Figure 1. Routing congestion.
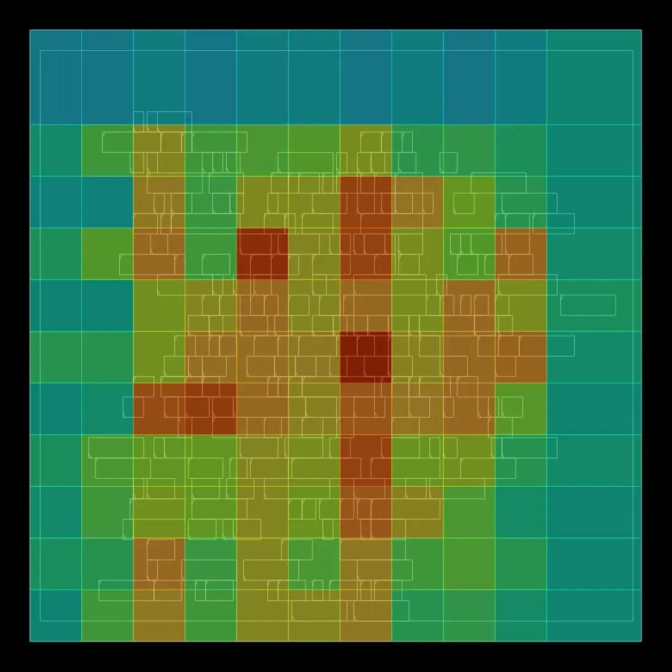
Figure 2. Sequential cells coloured by netlist name.
Other sequential cells in the stronger grey, the rest of the logic in the fainter grey.
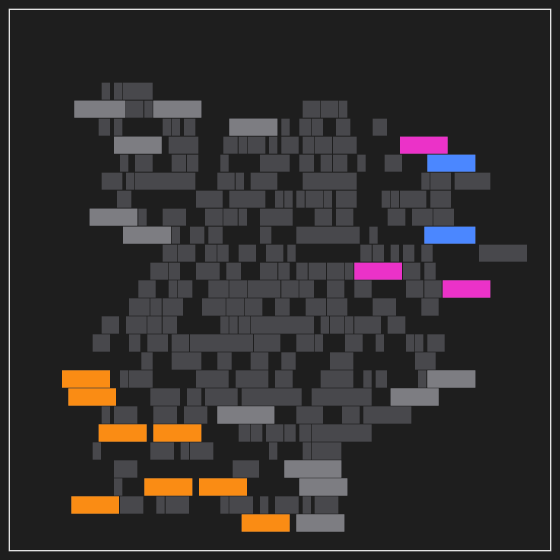
File: src/rtl/usb_host_tx.sv
// Host-side USB full-speed transmitter: serialises bytes into SYNC + NRZI data
// with bit stuffing + EOP, one bit every CLK_DIV cycles of clk48.
module usb_host_tx #(
  parameter int CLK_DIV = 4
) (
  input  logic       clk48,
  input  logic       rst_n,
  input  logic [7:0] data_in,
  input  logic       data_valid,
  input  logic       data_last,
  output logic       data_ready,
  output logic       usb_d_p_o,
  output logic       usb_d_n_o,
  output logic       usb_oe,
  output logic       busy,
  output logic       underrun
);

  localparam int DIV_W = (CLK_DIV > 2) ? $clog2(CLK_DIV) : 1;
  localparam logic [DIV_W-1:0] DIV_LAST = DIV_W'(CLK_DIV - 1);
  localparam logic [DIV_W-1:0] DIV_ZERO = {DIV_W{1'b0}};

  typedef enum logic [2:0] {
    IDLE    = 3'd0,
    SYNC    = 3'd1,
    DATA    = 3'd2,
    EOP_SE0 = 3'd3,
    EOP_J   = 3'd4
  } state_t;

  state_t           state_r, state_s;
  logic [DIV_W-1:0] div_cnt_r, div_cnt_s;
  logic [2:0]       bit_cnt_r, bit_cnt_s;
  logic [7:0]       data_r, data_s;
  logic             last_r, last_s;
  logic [2:0]       ones_r, ones_s;
  logic             level_r, level_s;   // 1 = J, 0 = K
  logic             dp_r, dp_s, dn_r, dn_s;
  logic             oe_r, oe_s, busy_r, busy_s, underrun_r, underrun_s;
  logic             bit_end_s, byte_end_s, accept_s;
  logic [2:0]       nxt_idx_s;

  // NRZI step for one transmitted bit: returns {level, ones count, D+, D-}.
  function automatic logic [5:0] nrzi_emit(input logic lvl, input logic [2:0] ones,
                                           input logic b);
    logic       nl;
    logic [2:0] no;
    nl = b ? lvl : ~lvl;
    no = b ? (ones + 3'd1) : 3'd0;
    return {nl, no, nl, ~nl};
  endfunction

  assign bit_end_s  = (div_cnt_r == DIV_LAST);
  // Byte boundary only when no stuff bit is still owed after the last data bit.
  assign byte_end_s = (state_r == DATA) && bit_end_s && (ones_r != 3'd6) && (bit_cnt_r == 3'd7);
  assign data_ready = rst_n && ((state_r == IDLE) || (byte_end_s && !last_r));
  assign accept_s   = data_valid && data_ready;
  assign nxt_idx_s  = bit_cnt_r + 3'd1;

  // Next-state and next-output logic for the packet sequencer.
  always_comb begin
    state_s    = state_r;
    div_cnt_s  = bit_end_s ? DIV_ZERO : (div_cnt_r + DIV_W'(1));
    bit_cnt_s  = bit_cnt_r;
    data_s     = data_r;
    last_s     = last_r;
    ones_s     = ones_r;
    level_s    = level_r;
    dp_s       = dp_r;
    dn_s       = dn_r;
    oe_s       = oe_r;
    busy_s     = busy_r;
    underrun_s = 1'b0;
    case (state_r)
      IDLE: begin
        div_cnt_s = DIV_ZERO;
        if (accept_s) begin
          data_s    = data_in;
          last_s    = data_last;
          bit_cnt_s = 3'd0;
          oe_s      = 1'b1;
          busy_s    = 1'b1;
          state_s   = SYNC;
          {level_s, ones_s, dp_s, dn_s} = nrzi_emit(1'b1, 3'd0, 1'b0);
        end else begin
          {level_s, dp_s, dn_s} = 3'b110;
        end
      end
      SYNC: begin
        if (!bit_end_s) begin
          bit_cnt_s = bit_cnt_r;
        end else if (bit_cnt_r == 3'd7) begin
          state_s   = DATA;
          bit_cnt_s = 3'd0;
          {level_s, ones_s, dp_s, dn_s} = nrzi_emit(level_r, ones_r, data_r[0]);
        end else begin
          bit_cnt_s = nxt_idx_s;
          {level_s, ones_s, dp_s, dn_s} = nrzi_emit(level_r, ones_r, (bit_cnt_r == 3'd6));
        end
      end
      DATA: begin
        if (!bit_end_s) begin
          bit_cnt_s = bit_cnt_r;
        end else if (ones_r == 3'd6) begin
          {level_s, ones_s, dp_s, dn_s} = nrzi_emit(level_r, ones_r, 1'b0);
        end else if (bit_cnt_r != 3'd7) begin
          bit_cnt_s = nxt_idx_s;
          {level_s, ones_s, dp_s, dn_s} = nrzi_emit(level_r, ones_r, data_r[nxt_idx_s]);
        end else if (!last_r && data_valid) begin
          data_s    = data_in;
          last_s    = data_last;
          bit_cnt_s = 3'd0;
          {level_s, ones_s, dp_s, dn_s} = nrzi_emit(level_r, ones_r, data_in[0]);
        end else begin
          underrun_s = !last_r;
          state_s    = EOP_SE0;
          bit_cnt_s  = 3'd0;
          {dp_s, dn_s} = 2'b00;
        end
      end
      EOP_SE0: begin
        if (!bit_end_s) begin
          bit_cnt_s = bit_cnt_r;
        end else if (bit_cnt_r == 3'd1) begin
          state_s = EOP_J;
          {level_s, dp_s, dn_s} = 3'b110;
        end else begin
          bit_cnt_s = nxt_idx_s;
        end
      end
      EOP_J: begin
        if (bit_end_s) begin
          state_s   = IDLE;
          bit_cnt_s = 3'd0;
          oe_s      = 1'b0;
          busy_s    = 1'b0;
        end else begin
          state_s = EOP_J;
        end
      end
      default: begin
        state_s   = IDLE;
        div_cnt_s = DIV_ZERO;
        oe_s      = 1'b0;
        busy_s    = 1'b0;
        {level_s, dp_s, dn_s} = 3'b110;
      end
    endcase
  end

  // State and output registers with synchronous active-low reset.
  always_ff @(posedge clk48) begin
    if (!rst_n) begin
      state_r    <= IDLE;
      div_cnt_r  <= DIV_ZERO;
      bit_cnt_r  <= 3'd0;
      data_r     <= 8'd0;
      last_r     <= 1'b0;
      ones_r     <= 3'd0;
      level_r    <= 1'b1;
      dp_r       <= 1'b1;
      dn_r       <= 1'b0;
      oe_r       <= 1'b0;
      busy_r     <= 1'b0;
      underrun_r <= 1'b0;
    end else begin
      state_r    <= state_s;
      div_cnt_r  <= div_cnt_s;
      bit_cnt_r  <= bit_cnt_s;
      data_r     <= data_s;
      last_r     <= last_s;
      ones_r     <= ones_s;
      level_r    <= level_s;
      dp_r       <= dp_s;
      dn_r       <= dn_s;
      oe_r       <= oe_s;
      busy_r     <= busy_s;
      underrun_r <= underrun_s;
    end
  end

  assign usb_d_p_o = dp_r;
  assign usb_d_n_o = dn_r;
  assign usb_oe    = oe_r;
  assign busy      = busy_r;
  assign underrun  = underrun_r;

endmodule

File: config.mk
export PLATFORM = sky130hd
export DESIGN_NAME = usb_host_tx
export DESIGN_NICKNAME = d
export VERILOG_FILES = /design/src/rtl/usb_host_tx.sv
export SDC_FILE = /design/constraint.sdc
export NUM_CORES = 1
export LEC_CHECK = 0
export CAP_MARGIN = 10
export CORE_UTILIZATION = 25
export CTS_CLUSTER_DIAMETER = 80
export DETAILED_ROUTE_END_ITERATION = 8
export DONT_BUFFER_PORTS = 1
export PLACE_DENSITY = 0.5
export SYNTH_ARGS = -nofsm -noshare
export SYNTH_HDL_FRONTEND = slang
export SYNTH_SLANG_ARGS = --single-unit
File: constraint.sdc
create_clock -name clk48 -period 1.8 [get_ports clk48]
set_input_delay 0.27 -clock clk48 [delete_from_list [all_inputs] [get_ports clk48]]
set_output_delay 0.27 -clock clk48 [all_outputs]
set_load 0.01 [all_outputs]
==> changes_impl.md <==
## Flow update

* Cell Pwr Density at between 500 and 600 nW/um2
* Max H-tree Level at 1
* Sw frac at around 28%
* Worst reg2reg endpoint: bit_cnt_r[2]
* Clkbuf count at 3
* Simple Share, Synth at approximately a quarter
* Most area-hungry cell type in the Yosys netlist: dfxtp_1
* Gp weighted congestion at roughly 0.76
* Met2 WL at 1.94 mm
* Share of post-route cells with drive strength above 1 at around a third
* DR vias/cell at approximately 5.0
* Mapped cell area at between 1500 and 2000 um2
* Clock Pin Slew Worst Setup and Hold Paths at approximately 0.090 ns
* Adder Share, Synth at under 10%
* # setup viols final at 5
* Post-route setup slack at -0.0788 ns
* Worst Setup SP: bit_cnt_r[1]
* Final clock-cell share at 2.11%
* Dominant flop cell: dfxtp_1
* Xor/xnor share at between 1 and 1.5%
* Yosys aoi share at 20.2%
* Worst R2R Setup Slack at -0.08 ns
* CP top delay family: simple AND/OR/NAND/NOR gates
* Number of enable flip-flop cells at 0
* Via count at between 1,500 and 2,000
* RSZ-0062 raised after global routing: true
* Post-Layout Cell Count at about 310
* CTS Buffer Depth at 2
* Max FFs per register at 8
* Tmin final at approximately 1.9 ns
* Commonest Layout Cell: buf_4
* Required @ worst endpoint at approximately 2.0 ns
* Setup WS pre-CTS at -0.226 ns
* Diodes inserted at 0
* Number of fill cells at 635
* Pint at about 0.82 mW
* CTS tree: built
* Synth Seq Share at a little under a third
* Data arrival, critical path at 2.09 ns
* Yosys cell count at 201
* Worst vdd rail ir drop at around 0.3 mV
* Crit end category: flop
* CTS Sinks at 25
* Plain + repair buffers at 38
* Placed Instances at a little under 300
* Most used routing layer: met2
* Top layer in use: met4
* Post-synthesis async set-or-reset flop share at 0%
* Flops at 25
* Post-synth cell types at ~47
* DR iter-0 viols at 98
* Gate Count Post-Synth at ~200
* Init Core Util at a little over a quarter
* Port bufs at 0
* Crit share post-route at 104%
* Tool warning count at 32
* Cts repair resizes at 20
* Comb gates at 151
* Flop area at approximately 510 um2
* Die width at 81.6 um
* Initial antenna violation count at 0
* Seq power at between 0.5 and 0.6 mW
* Non-clock buffer contribution to total cell area at between 10% and 20%
* Post-detail-place hpwl at about 3.3 mm
* Gr ovfl total at 0
* Crit path kind: flop to flop
* Hold path depth at 1
* CP Launch Type: flop
* Count of hold buffers inserted by post-cts repair at 0
* Die Ht at roughly 82 um
* CTS Buf Count at 3
* R2R Path Start: bit_cnt_r[1]
* Synth warnings at 0
* Failing checks: negative setup slack
* Metal3 WL at ~170 um
* Post-place instance area at a little under 2000 um2
* Clock share of power at a little under a third
* Largest net degree at the start of global routing at 18
* Leading cell category by total area: combinational gates
* Reg power frac at a little over half
* Critical path buffers and inverters at 1
* Hold_sp: data_valid
* Crit. path cell count at 8
* Synth-to-layout area growth at 38.5%
* Logic share of the area at 53.7%
* Most flops, register: data_r
* Pre-antenna DRT Iters at 6
* Inverters at 12
* Status: finished, violations left
* Most instantiated logic cells after routing: 33 x buf_4, 22 x nor2_1, 21 x dfxtp_1
* Slowest stage delay, CP at about 0.48 ns
* Final Max Slew Viols at 0
* Late-Pin Clk Latency at 0.28 ns
* Crit path max fanout at 4
* P_comb at about 0.19 mW
* Crit-path slowest cell: or4b_1
## Picture notes: Figure 1
post-layout util: 36.4%
wire length per cell: 14.3 um
met1 usage: 20.2%
met2 usage: 24.0%
Global Route met3 Usage: 2.56%

## Picture notes: Figure 2
- orange: data_r (sequential cells 8; where bottom left)
- blue: div_cnt_r (sequential cells 2)
- magenta: state_r (sequential cells 3)

Power and IR drop assume default switching activity.
